Figure 1. Ports around the boundary (run 1).
Drawn at 4 px/um. Pins as bars across the die edge, other pins in grey.
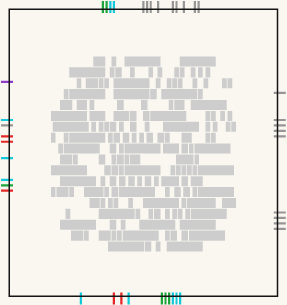
Figure 2. Local utilization (run 1).
Drawn at 4 px/um. 7 x 7 tiles, from black (low) to pale yellow (high), 0 to 100% covered.
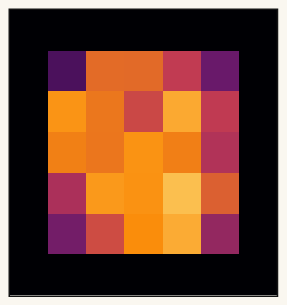
Figure 3. Clock routing (run 1).
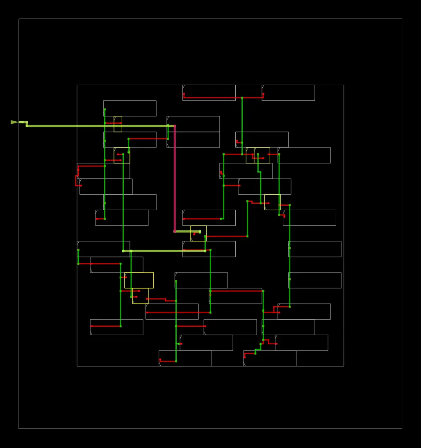
### src/rtl/seq_multiplier.sv
// Shift-and-add unsigned multiplier that borrows an external size-bit adder;
// one partial product per clock, result registered on completion.
//
// state | meaning
// ------+---------------------------------------------------------------
// IDLE  | waiting for start; all datapath registers held
// RUN   | one add/shift iteration per edge, cnt counts iterations
// DONE  | product valid and done pulsed for one cycle; back to IDLE next
module seq_multiplier #(
    parameter int size = 5
) (
    input  logic                clk,
    input  logic                rst,
    input  logic                start,
    input  logic [size-1:0]     a,
    input  logic [size-1:0]     b,
    output logic [size-1:0]     add_i1,
    output logic [size-1:0]     add_i2,
    input  logic [size:0]       add_o,
    output logic                busy,
    output logic                done,
    output logic [2*size-1:0]   product
);

    localparam int cnt_w = $clog2(size + 1);
    localparam logic [cnt_w-1:0] cnt_last = cnt_w'(size - 1);

    typedef enum logic [1:0] {
        IDLE = 2'd0,
        RUN  = 2'd1,
        DONE = 2'd2
    } state_t;

    state_t           state;
    logic [size-1:0]  m;
    logic [size-1:0]  q;
    logic [size-1:0]  acc;
    logic [cnt_w-1:0] cnt;

    // {carry, sum, q} shifted right by one; the bit leaving q is discarded
    logic [2*size-1:0] shift_next;
    assign shift_next = {add_o, q[size-1:1]};

    assign add_i1 = acc;
    assign add_i2 = q[0] ? m : '0;

    always_ff @(posedge clk or negedge rst) begin
        if (!rst) begin
            state   <= IDLE;
            m       <= '0;
            q       <= '0;
            acc     <= '0;
            cnt     <= '0;
            product <= '0;
            busy    <= 1'b0;
            done    <= 1'b0;
        end else begin
            case (state)
                IDLE: begin
                    if (start) begin
                        m     <= a;
                        q     <= b;
                        acc   <= '0;
                        cnt   <= '0;
                        busy  <= 1'b1;
                        state <= RUN;
                    end
                end
                RUN: begin
                    {acc, q} <= shift_next;
                    if (cnt == cnt_last) begin
                        cnt     <= '0;
                        product <= shift_next;
                        busy    <= 1'b0;
                        done    <= 1'b1;
                        state   <= DONE;
                    end else begin
                        cnt <= cnt + 1'b1;
                    end
                end
                DONE: begin
                    done  <= 1'b0;
                    state <= IDLE;
                end
                default: begin
                    busy  <= 1'b0;
                    done  <= 1'b0;
                    state <= IDLE;
                end
            endcase
        end
    end

endmodule

### config.mk
export PLATFORM = sky130hd
export DESIGN_NAME = seq_multiplier
export DESIGN_NICKNAME = d
export VERILOG_FILES = /design/src/rtl/seq_multiplier.sv
export SDC_FILE = /design/constraint.sdc
export NUM_CORES = 1
export LEC_CHECK = 0
export ABC_AREA = 1
export CAP_MARGIN = 20
export CORE_ASPECT_RATIO = 1.1
export CORE_MARGIN = 10
export CORE_UTILIZATION = 60
export DETAILED_ROUTE_END_ITERATION = 8
export DONT_BUFFER_PORTS = 1
export PLACE_DENSITY = 0.76
export SYNTH_ARGS = -nofsm -noshare
export SYNTH_HDL_FRONTEND = slang
export SYNTH_SLANG_ARGS = --single-unit
### constraint.sdc
create_clock -name clk -period 2.6 [get_ports clk]
set_input_delay 0.26 -clock clk [delete_from_list [all_inputs] [get_ports clk]]
set_output_delay 0.26 -clock clk [all_outputs]
set_load 0.01 [all_outputs]
==> summary.txt, run 1 <==
fresh numbers from the pnr run: status=finished, final reports clean, commonest cells in the netlist=nand2_1 (56), dfrtp_1 (32), nand3_1 (23), drt drc=0, Slew Limit Headroom=57.27%, Setup Buffers After CTS=0, final instance area=1523 um^2, max-slew violation count=0, row cnt=18, Pleak=0.8590 nW, WL final=3114 um, routing usage on met1=15.39%, Finished Layout Cells=199, GR peak layer=met2, NonClk Buf Share=1.972%, maximum VDD drop=769.0 uV, buffers and inverters on the worst path=1, top cell family by delay on the critical path=simple AND/OR/NAND/NOR gates, Finish-stage setup viols=0, number of global-route vias before repair=1090, post-route ant nets=0, most numerous logic cell after layout=nand2_1, CP arrival=1810 ps, Initial DRC Count=48, total tool warning count=27, comb pwr=0.648 mW, largest net degree at the start of global routing=33, Tap Count=30, Via Count=1069, Crit. path cell count=5, H-tree depth=2, wl on met1=1263 um, DR WL met2=1566 um, maximum clock frequency=622.5 MHz, area fraction in mux cells=0%, count of library flops with an enable pin=0, total die area=4759 um^2, flop share of the area=52.59%, Logic pwr share=33.7%, AO/OA Area Share=7.043%, Final Hold Viols=0, gpl congestion=0.8098, nets=189, Top cells excl fill/tap=nand2_1 (56), dfrtp_1 (32), nand3_1 (23), largest cells by area after synthesis=dfrtp_1 (56%), nand2_1 (15%), nand3_1 (8.0%), total power=1.923 mW, DP Wirelength=2300 um, vias per cell=5.372, worst reg2reg startpoint=state[1], Seq share, synth=55.65%, worst-margin pin slew=639.4 ps, Core ar.=2275 um^2, CP Launch Type=flip-flop, met3 track demand over resource=6.843%, FA/HA/MAJ Cells, Area Fraction=1.739%, Synth async-reset ratio=100.0%, Area Growth Syn to Fin=5.826%, Top Consumer=registers, hold path start=a[2], synthesized cell area=1439 um^2, grt met2 use=21.20%, comb area leader=simple AND/OR/NAND/NOR gates, CTS tree=done, Top class by area=registers, # Cells Yosys=164, Multi-input comb cells=104, Top reg by flops=product
About Figure 1:
[green] `add_o` | pins: 6 | direction: input | edge: 3 bottom, 2 top, 1 left
[purple] `clk` | pins: 1 | direction: input | edge: left
[cyan] `product` | pins: 10 | direction: output | edge: 5 bottom, 3 left, 2 top
[red] `b` | pins: 5 | direction: input | edge: 3 left, 2 bottom
all pins by edge: 13 top, 10 bottom, 9 right, 9 left
PortBufs: 0
die x size: 66.69 um
chip height: 71.36 um

About Figure 2:
nearly empty tiles: 49%
fullest tile: 86%
densest ninth of the die: middle
FP Util: 63.26%
Final Util: 66.94%

About Figure 3:
clock skew: 13.44 ps
Sink Count: 32
Layout clock buffers: 8
Seq Cell Count: 32

Figure 4. Wiring by layer (run 1).
Drawn at 4 px/um.
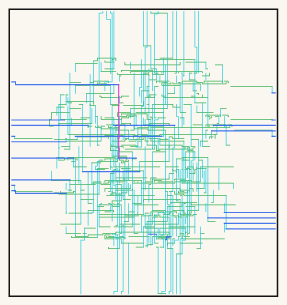

==> inputs of run 2 (changes only) <==
CORE_UTILIZATION = 55   (was 60)
PLACE_DENSITY = 0.73   (was 0.76)
clock period = 1.3 ns   (was 2.6 ns; I/O delays follow)
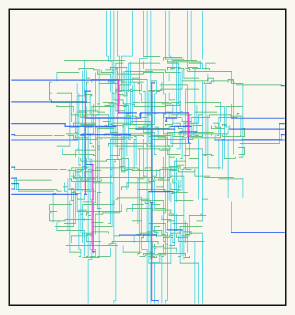
Figure 5: run 2, wiring by layer.
Drawn at 4 px/um.
[blue] met3 | wire length: 261 um
[cyan] met2 | wire length: 1950 um
[magenta] met4 | wire length: 114 um
[green] met1 | wire length: 1340 um
DR WL/cell: 16.66 um
Via Count: 1164
Overall Global Routing Usage: 15.78%

==> run 2 against run 1 <==
Highest routed layer unchanged. Worst setup slack worse by 920 ps. Largest power group unchanged. First-iteration DRC count is 19% lower. Sequential share of layout area is 6.3 points lower.
==> summary.txt, run 2 <==
fresh numbers from the pnr run: status=finished, final reports clean, total global routing overflow=0, drt drc=0 (unchanged), Synth async-reset ratio=100.0% (unchanged), top cell family by delay on the critical path=flip-flops, grt met2 use=26.26% (+5.1 points), area occupied by registers=800.8 um^2, Finish-stage setup viols=0 (unchanged), largest net degree at the start of global routing=33 (unchanged), Top reg by flops=product, XOR/XNOR Fraction of Synth Area=0.6087%, area fraction in mux cells=0% (unchanged), buffers and inverters on the worst path=2 (+1), first-pass GRT wire length=6058 um, H-tree depth=2 (unchanged), gpl congestion=0.7833 (-3.3%), chip height=73.65 um (+3.2%), total die area=5064 um^2 (+6.4%), pre-CTS WS=-28.47 ps, Tap Count=31 (+3.3%), number of global-route vias before repair=1225 (+12%), Seq group=1.98 mW, Area Growth Syn to Fin=20.26%, met3 track demand over resource=5.775% (-1.1 points), hold path start=b[2], Post-synth regs=32, Setup Buffers After CTS=0 (unchanged), Layout clock buffers=6 (-2), CP arrival=1450 ps (-360 ps), most numerous logic cell after layout=nand2_1, Final Hold Viols=0 (unchanged), total power=4.292 mW (+120%), cell count after placement=196, DP Wirelength=2487 um (+8.1%), vias per cell=5.291 (-1.5%), FP Util=57.64% (-5.6 points), Crit. path cell count=6 (+1), commonest cells in the netlist=nand2_1 (56), dfrtp_1 (32), nand3_1 (23), comb area leader=simple AND/OR/NAND/NOR gates, NonClk Buf Share=10.70% (+8.7 points), Top cells excl fill/tap=nand2_1 (54), dfrtp_1 (32), nand3_1 (23), worst-margin pin slew=280.8 ps (-358.6 ps), Multi-input comb cells=106 (+1.9%), Sink Count=32 (unchanged), largest cells by area after synthesis=dfrtp_1 (56%), nand2_1 (15%), nand3_1 (8.0%), FA/HA/MAJ Cells, Area Fraction=1.739% (unchanged), Initial DRC Count=39 (-19%), max-slew violation count=0 (unchanged), wl on met1=1342 um (+6.3%), post-route ant nets=0 (unchanged), synthesized cell area=1439 um^2 (unchanged), Pleak=0.9483 nW (+10%), comb pwr=1.56 mW (+140%), Top class by area=registers, GR peak layer=met2, Syn Inst Count=164, DR WL met2=1948 um (+24%), AO/OA Area Share=7.043% (unchanged), routing usage on met1=17.11% (+1.7 points), maximum clock frequency=812.3 MHz (+30%), die x size=68.77 um (+3.1%), Logic pwr share=36.5% (+2.8 points), # Cells Yosys=164 (unchanged), count of library flops with an enable pin=0 (unchanged), CTS tree=done
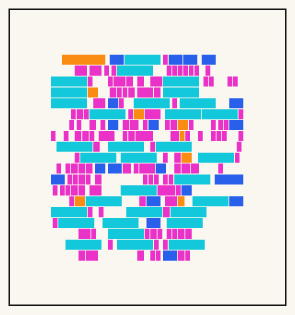
Figure 6: run 2, cell classes on the final placement.
Drawn at 4 px/um.
[magenta] all other logic | cells: 129 | share of their area: 37%
[orange] clock drivers and dummy loads | cells: 8 | share of their area: 4.5%
[cyan] flip-flops | cells: 32 | share of their area: 47%
[blue] other buffers and delay cells | cells: 19 | share of their area: 11%
row cnt: 19
final instance area: 1730 um^2
Final Util: 69.32%
Core ar.: 2496 um^2
flop share of the area: 46.28%

Figure 7. Ports around the boundary (run 2).
Drawn at 4 px/um. Pins as bars across the die edge, other pins in grey.
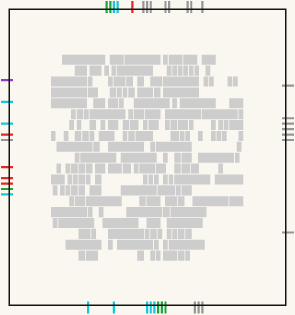

==> inputs of run 3 (changes only) <==
CORE_ASPECT_RATIO = 1.2   (was 1.1)
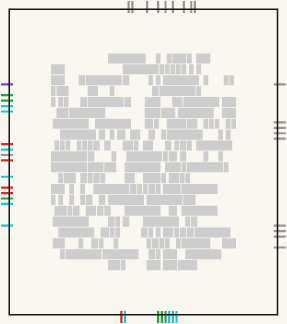
Figure 8: run 3, ports around the boundary.
Drawn at 4 px/um. Pins as bars across the die edge, other pins in grey.
[purple] `clk` | pins: 1 | direction: input | edge: left
[green] `add_o` | pins: 6 | direction: input | edge: 3 left, 3 bottom
[red] `b` | pins: 5 | direction: input | edge: 4 left, 1 bottom
[cyan] `product` | pins: 10 | direction: output | edge: 6 left, 4 bottom
all pins by edge: 15 left, 9 top, 9 right, 8 bottom
chip height: 76.03 um

==> run 3 against run 2 <==
Synthesized cell count did not move. Via count rose by 1.5%. Die size grew 0.12%. Maximum frequency is 1.5% higher. Clock skew down 6.0 ps. Register-to-register slack improved by 20 ps. Critical path type unchanged. Critical endpoint is now product[0]. Largest cell class unchanged. Largest power group unchanged.
==> summary.txt, run 3 <==
fresh numbers from the pnr run: Synth async-reset ratio=100.0% (unchanged), DP Wirelength=2391 um (-3.8%), NonClk Buf Share=10.40% (-0.31 points), max-slew violation count=0 (unchanged), Sink Count=32 (unchanged), Root Driver=clkbuf_4, drt drc=0 (unchanged), worst-margin pin slew=292.3 ps (+11.48 ps), DR WL/cell=16.15 um (-3.1%), total global routing overflow=0 (unchanged), Crit. path cell count=7 (+1), area occupied by registers=802.0 um^2 (+0.16%), Core ar.=2527 um^2 (+1.3%), Top cells excl fill/tap=nand2_1 (54), dfrtp_1 (31), nand3_1 (23), Overall Global Routing Usage=14.69% (-1.1 points), Multi-input comb cells=106 (unchanged), Initial DRC Count=57 (+46%), grt met2 use=23.38% (-2.9 points), DR WL met2=1811 um (-7.0%), XOR/XNOR Fraction of Synth Area=0.6087% (unchanged), buffers and inverters on the worst path=2 (unchanged), Yosys top cell by area=dfrtp_1, total die area=5070 um^2 (+0.12%), Setup Buffers After CTS=0 (unchanged), Seq Cell Count=32, top cell family by delay on the critical path=flip-flops, commonest cells in the netlist=nand2_1 (56), dfrtp_1 (32), nand3_1 (23), Top class by area=registers, flop share of the area=46.93% (+0.65 points), synthesized cell area=1439 um^2 (unchanged), routing usage on met1=15.15% (-2.0 points), Finish-stage setup viols=0 (unchanged), AO/OA Area Share=7.043% (unchanged), most numerous logic cell after layout=nand2_1, FP Util=56.93% (-0.71 points), Top Consumer=registers, Seq group=1.98 mW (about the same), largest cells by area after synthesis=dfrtp_1 (56%), nand2_1 (15%), nand3_1 (8.0%), first-pass GRT wire length=5754 um (-5.0%), Post-synth regs=32 (unchanged), post-route ant nets=0 (unchanged), largest net degree at the start of global routing=33 (unchanged), CP arrival=1440 ps (about the same), Tap Count=33 (+6.5%), status=finished, final reports clean, total power=4.135 mW (-3.6%), number of global-route vias before repair=1192 (-2.7%), GR peak layer=met2, final instance area=1709 um^2 (-1.2%), pre-CTS WS=-29.93 ps (-1.454 ps), Final Hold Viols=0 (unchanged), cell count after placement=197 (+0.51%), CTS tree=done, maximum clock frequency=824.5 MHz (+1.5%), met3 track demand over resource=7.794% (+2.0 points), Via Count=1181 (+1.5%), comb area leader=simple AND/OR/NAND/NOR gates, Area Growth Syn to Fin=18.78%, H-tree depth=2 (unchanged), Finished Layout Cells=219, comb pwr=1.53 mW (about the same), most common cell in the netlist=nand2_1, hold path start=b[3], ys flop type=dfrtp_1, wl on met1=1317 um (-1.9%), area fraction in mux cells=0% (unchanged), Logic pwr share=36.9% (+0.4 points), vias per cell=5.393 (+1.9%), count of library flops with an enable pin=0 (unchanged), Clk network pwr share=15.2%, FA/HA/MAJ Cells, Area Fraction=1.739% (unchanged), Final Util=67.62% (-1.7 points), CP Launch Type=flip-flop, layout cells sized above 1=16.67%, die x size=66.69 um (-3.0%), Setup crit end=product[0], post-CTS sizing=2, Syn Inst Count=164 (unchanged), Pleak=0.9404 nW (-0.83%)
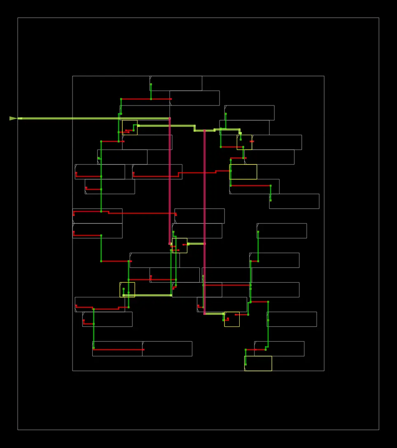
Figure 9: run 3, clock routing.
clk pwr: 0.628 mW
total CTS buffers: 5
Layout clock buffers: 7
clock skew: 6.516 ps

No activity file was given, so power comes from the tool's default toggle rates.
